io_placement.png
Scale bar: 50 um. Pins as bars across the die edge, other pins in grey.
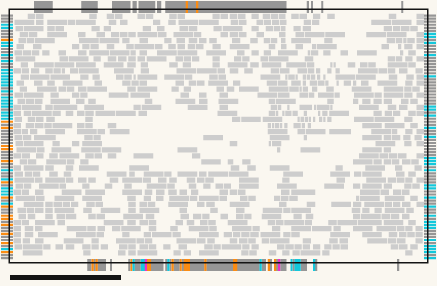
metal_density.png
The die is cut into 37 by 23 equal tiles; white is low, dark blue is high, scaled to the fullest tile. Values are wire area over tile area, all layers added.
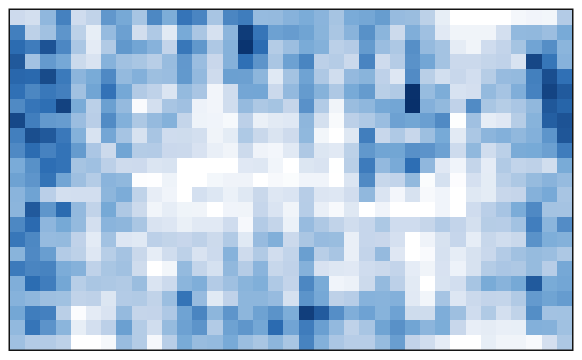
detail.png
Scale bar: 5 um. Region (84, 69) to (104, 89) um. Cells in grey, sequential cells in the stronger grey; small squares are vias.
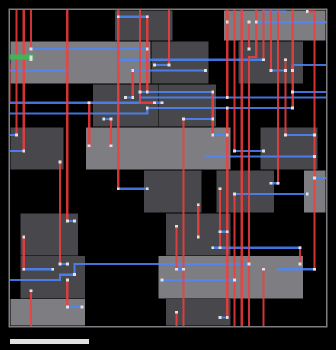
`src/rtl/div_issue_ctrl.sv`:
```
// div_issue_ctrl: issues one divide at a time to the iterative divider, buffers the result
// for writeback, flags RAW hazards on the in-flight rd, and handles flush and watchdog timeout.
module div_issue_ctrl #(
    parameter int WIDTH   = 32,
    parameter int CTRL_W  = 64,
    parameter int TIMEOUT = 40
) (
    input  logic              clk,
    input  logic              rst,
    input  logic              flush,
    input  logic              req_valid,
    output logic              req_ready,
    input  logic [1:0]        req_op,
    input  logic [WIDTH-1:0]  req_a,
    input  logic [WIDTH-1:0]  req_b,
    input  logic [4:0]        req_rd,
    input  logic [CTRL_W-1:0] req_ctrl,
    input  logic [4:0]        rs1,
    input  logic [4:0]        rs2,
    input  logic              use_rs1,
    input  logic              use_rs2,
    output logic              hazard_stall,
    output logic              div_start,
    output logic [1:0]        div_op,
    output logic [WIDTH-1:0]  div_a,
    output logic [WIDTH-1:0]  div_b,
    output logic              div_clear,
    input  logic              div_done,
    input  logic [WIDTH-1:0]  div_result,
    output logic              wb_valid,
    input  logic              wb_ready,
    output logic [4:0]        wb_rd,
    output logic [WIDTH-1:0]  wb_data,
    output logic [CTRL_W-1:0] wb_ctrl,
    output logic              err_timeout
);
    typedef enum logic [1:0] {IDLE, LAUNCH, WAIT, HOLD} state_t;
    localparam logic [6:0] LAST = 7'(TIMEOUT - 1);
    state_t     state;
    logic [6:0] cnt;
    logic       accept;
    logic       inflight;
    assign req_ready = !flush && (state == IDLE || (state == HOLD && wb_ready));
    assign accept    = req_valid && req_ready;
    // The held result stops counting as in flight the moment writeback takes it.
    assign inflight  = state == LAUNCH || state == WAIT || (state == HOLD && !wb_ready);
    assign hazard_stall = inflight && wb_rd != 5'd0 &&
                          ((use_rs1 && rs1 == wb_rd) || (use_rs2 && rs2 == wb_rd));
    always_ff @(posedge clk or posedge rst) begin
        if (rst) begin
            state       <= IDLE;
            cnt         <= '0;
            div_start   <= 1'b0;
            div_clear   <= 1'b0;
            div_op      <= '0;
            div_a       <= '0;
            div_b       <= '0;
            wb_valid    <= 1'b0;
            wb_rd       <= '0;
            wb_data     <= '0;
            wb_ctrl     <= '0;
            err_timeout <= 1'b0;
        end else begin
            div_start <= 1'b0;
            div_clear <= 1'b0;
            if (flush) begin
                state     <= IDLE;
                wb_valid  <= 1'b0;
                div_clear <= state == LAUNCH || state == WAIT;
            end else if (accept) begin
                state     <= LAUNCH;
                div_start <= 1'b1;
                wb_valid  <= 1'b0;
                div_op    <= req_op;
                div_a     <= req_a;
                div_b     <= req_b;
                wb_rd     <= req_rd;
                wb_ctrl   <= req_ctrl;
            end else begin
                case (state)
                    LAUNCH: begin
                        cnt   <= '0;
                        state <= WAIT;
                    end
                    WAIT: begin
                        cnt <= cnt + 7'd1;
                        if (div_done) begin
                            wb_data  <= div_result;
                            wb_valid <= 1'b1;
                            state    <= HOLD;
                        end else if (cnt == LAST) begin
                            div_clear   <= 1'b1;
                            err_timeout <= 1'b1;
                            state       <= IDLE;
                        end
                    end
                    HOLD: begin
                        if (wb_ready) begin
                            wb_valid <= 1'b0;
                            state    <= IDLE;
                        end
                    end
                    default: ;
                endcase
            end
        end
    end
endmodule

```
`config.mk`:
```
export PLATFORM = sky130hd
export DESIGN_NAME = div_issue_ctrl
export DESIGN_NICKNAME = d
export VERILOG_FILES = /design/src/rtl/div_issue_ctrl.sv
export SDC_FILE = /design/constraint.sdc
export NUM_CORES = 1
export LEC_CHECK = 0
export CAP_MARGIN = 30
export CORE_ASPECT_RATIO = 0.6
export CORE_UTILIZATION = 35
export DETAILED_ROUTE_END_ITERATION = 16
export PLACE_DENSITY_LB_ADDON = 0.15
export SYNTH_ARGS = -nofsm -noshare
export SYNTH_HDL_FRONTEND = slang
export SYNTH_SLANG_ARGS = --single-unit
export TNS_END_PERCENT = 1
```
`constraint.sdc`:
```
create_clock -name clk -period 8.49 [get_ports clk]
set_clock_uncertainty 0.05 [all_clocks]
set_input_delay 1.698 -clock clk [delete_from_list [all_inputs] [get_ports clk]]
set_output_delay 1.698 -clock clk [all_outputs]
set_load 0.02 [all_outputs]
```
==> flow_summary.ini <==
; yosys + openroad results
[status]
status = finished, final reports clean

[synth]
fp_nets = 646
yosysTopAreaCell = dfrtp_1
avgSynthCellArea_sq_um = 15.8
top_area_share_pct = 62.6

[place]
portBuffers = 357

[global_routing]
grt_pass1_vias = 5586

[final_timing]
maxSlewViolCount = 0
setup_ws_ns = 3.01

[routing]
antenna_left = 0
vias_per_cell = 4.59

[power_and_ir_drop]
pwr-share-clk_pct = 18.0

[cts]
holdBufCountCts = 0
post_cts_buffers = 0
clockRootBuffer = clkbuf_16
cts.reportedPaths.clkPinSlew_ns = 0.07

[critical_path]
cpLargestDelayFamily = buffers and inverters
slowest_stage = clkdlybuf4s50_1
cpPeakStageDelay_ns = 0.63

[finish]
fill_cells = 1587
multiInputGateArea_sq_um = 2480
Back to the opening pictures, io_placement.png:
[cyan] req_ctrl | pins: 64 | direction: input | edge: 27 east, 27 west, 10 south
[orange] req_b | pins: 32 | direction: input | edge: 15 south, 15 west, 2 north
[magenta] req_op | pins: 2 | direction: input | edge: south
all pins by edge: 101 north, 95 south, 81 west, 81 east

Back to the opening pictures, metal_density.png:
densest ninth of the die: north-west
fullest tile: 0.41
nearly empty tiles: 4.2%
emptiest ninth of the die: centre
DR WL/cell: 17.5 um
Total Wirelength: 19,200 um
Via Count: 5,064
gr usage total: 18.9%

Back to the opening pictures, detail.png:
[blue] metal 1
[red] metal 2
[green] metal 3
netlist names of flops here include: wb_data (4), div_b (1)
cells with their middle in the window: 18
most frequent: clkdlybuf4s50_1 (8), mux2_2 (5), dfrtp_1 (5)
sequential cells in the window: 5

## power by group through the flow
stage / logic [mW] / clock network [mW] / registers [mW]
final: 2.15 / 0.811 / 1.54
after global routing: 2.26 / 0.873 / 1.60
after CTS: 2.17 / 0.837 / 1.54
after detailed placement: 2.17 / 0 / 1.55
after global placement: 2.14 / 0 / 1.53
after floorplan: 0.581 / 0 / 2.03
## cell families after synthesis
| group | count (synthesis) | share of synthesized area, % |
|---|---|---|
| xor+xnor | 10 | 1.22 |
| buf+inv | 25 | 2.92 |
| compound gates | 18 | 1.83 |
| simple gates | 47 | 3.86 |
| mux | 169 | 26.5 |
| fa+ha+maj | 6 | 1.04 |
| flops | 180 | 62.6 |
## registers in the layout, summed over array words and instances, names as in the netlist
register / flops
cnt: 7
div_a: 32
div_b: 32
div_clear: 1
div_op: 2
div_start: 1
err_timeout: 1
state: 2
wb_ctrl: 64
wb_data: 32
wb_rd: 5
wb_valid: 1
## cells in the mapped netlist (all sizes together)
cell type / number
nand3: 9
o2bb2ai: 1
clkbuf: 2
nor3: 4
a211o: 1
a2bb2oi: 1
o21a: 1
a21oi: 5
xnor2: 2
nor4: 2
mux2: 168
nor2b: 2
dfrtp: 180
nor2: 4
o221ai: 2
or4b: 3
a21o: 1
a41oi: 1
inv: 5
ha: 6
nand2: 13
nand2b: 3
and2b: 1
nand3b: 3
xor2: 8
and3b: 1
mux2i: 1
o21ai: 3
buf: 18
or4: 1
o22ai: 2
or3b: 1
## placed cells by master, fill, tap and decap left out, types with 2 or more instances in the layout
master           count
clkbuf_8             2
clkdlybuf4s50_1    357
clkinv_2             3
dfrtp_1            180
nand3_1              9
nand2b_1             3
xnor2_1              2
nor4_1               2
a21oi_1              4
nand3b_1             2
clkbuf_16           17
o21ai_0              2
inv_6                2
mux2_2             167
nor2_1               4
o22ai_1              2
clkinv_4             2
nor2b_1              2
ha_1                 6
buf_4                3
xor2_1               8
inv_1                4
o221ai_1             2
nor3_1               3
clkinvlp_4           3
or4b_1               3
bufinv_16            3
buf_16               2
nand2_1             13
## final timing paths
path / from / end / slack [ns] / cells past startpoint
hold reg to reg: err_timeout / err_timeout / 0.43 / 1
hold / removal: err_timeout / err_timeout / 0.43 / 1
setup / recovery: rs1[1] / hazard_stall / 3.01 / 6
max in group asynchronous: rst / div_a[31] / 5.20 / 4
setup reg to reg: state[1] / div_b[22] / 5.52 / 7
min in group asynchronous: rst / div_a[3] / 1.54 / 2
## final cells by class
| cell class | instances | share of cell area (%) |
|---|---|---|
| sequential | 180 | 38.8 |
| multi-input combinational | 250 | 21.4 |
| clock inverter | 12 | 1.32 |
| inverter | 5 | 0.205 |
| tap | 273 | 2.94 |
| timing repair buffer | 362 | 31.4 |
| clock buffer | 20 | 3.93 |
| antenna | 1 | 0.0215 |
## layer usage
layer  part of all wire [%]  vias to the layer above  global-route usage, %
li1                       -                     2344                      -
met1                     41                     2504                   22.8
met2                     49                      198                   30.8
met3                    7.9                       18                   7.51
met4                    1.4                        0                   6.50
met5                      0                        -                      0
Power figures rest on the tool's default switching activity, not on a simulated workload.
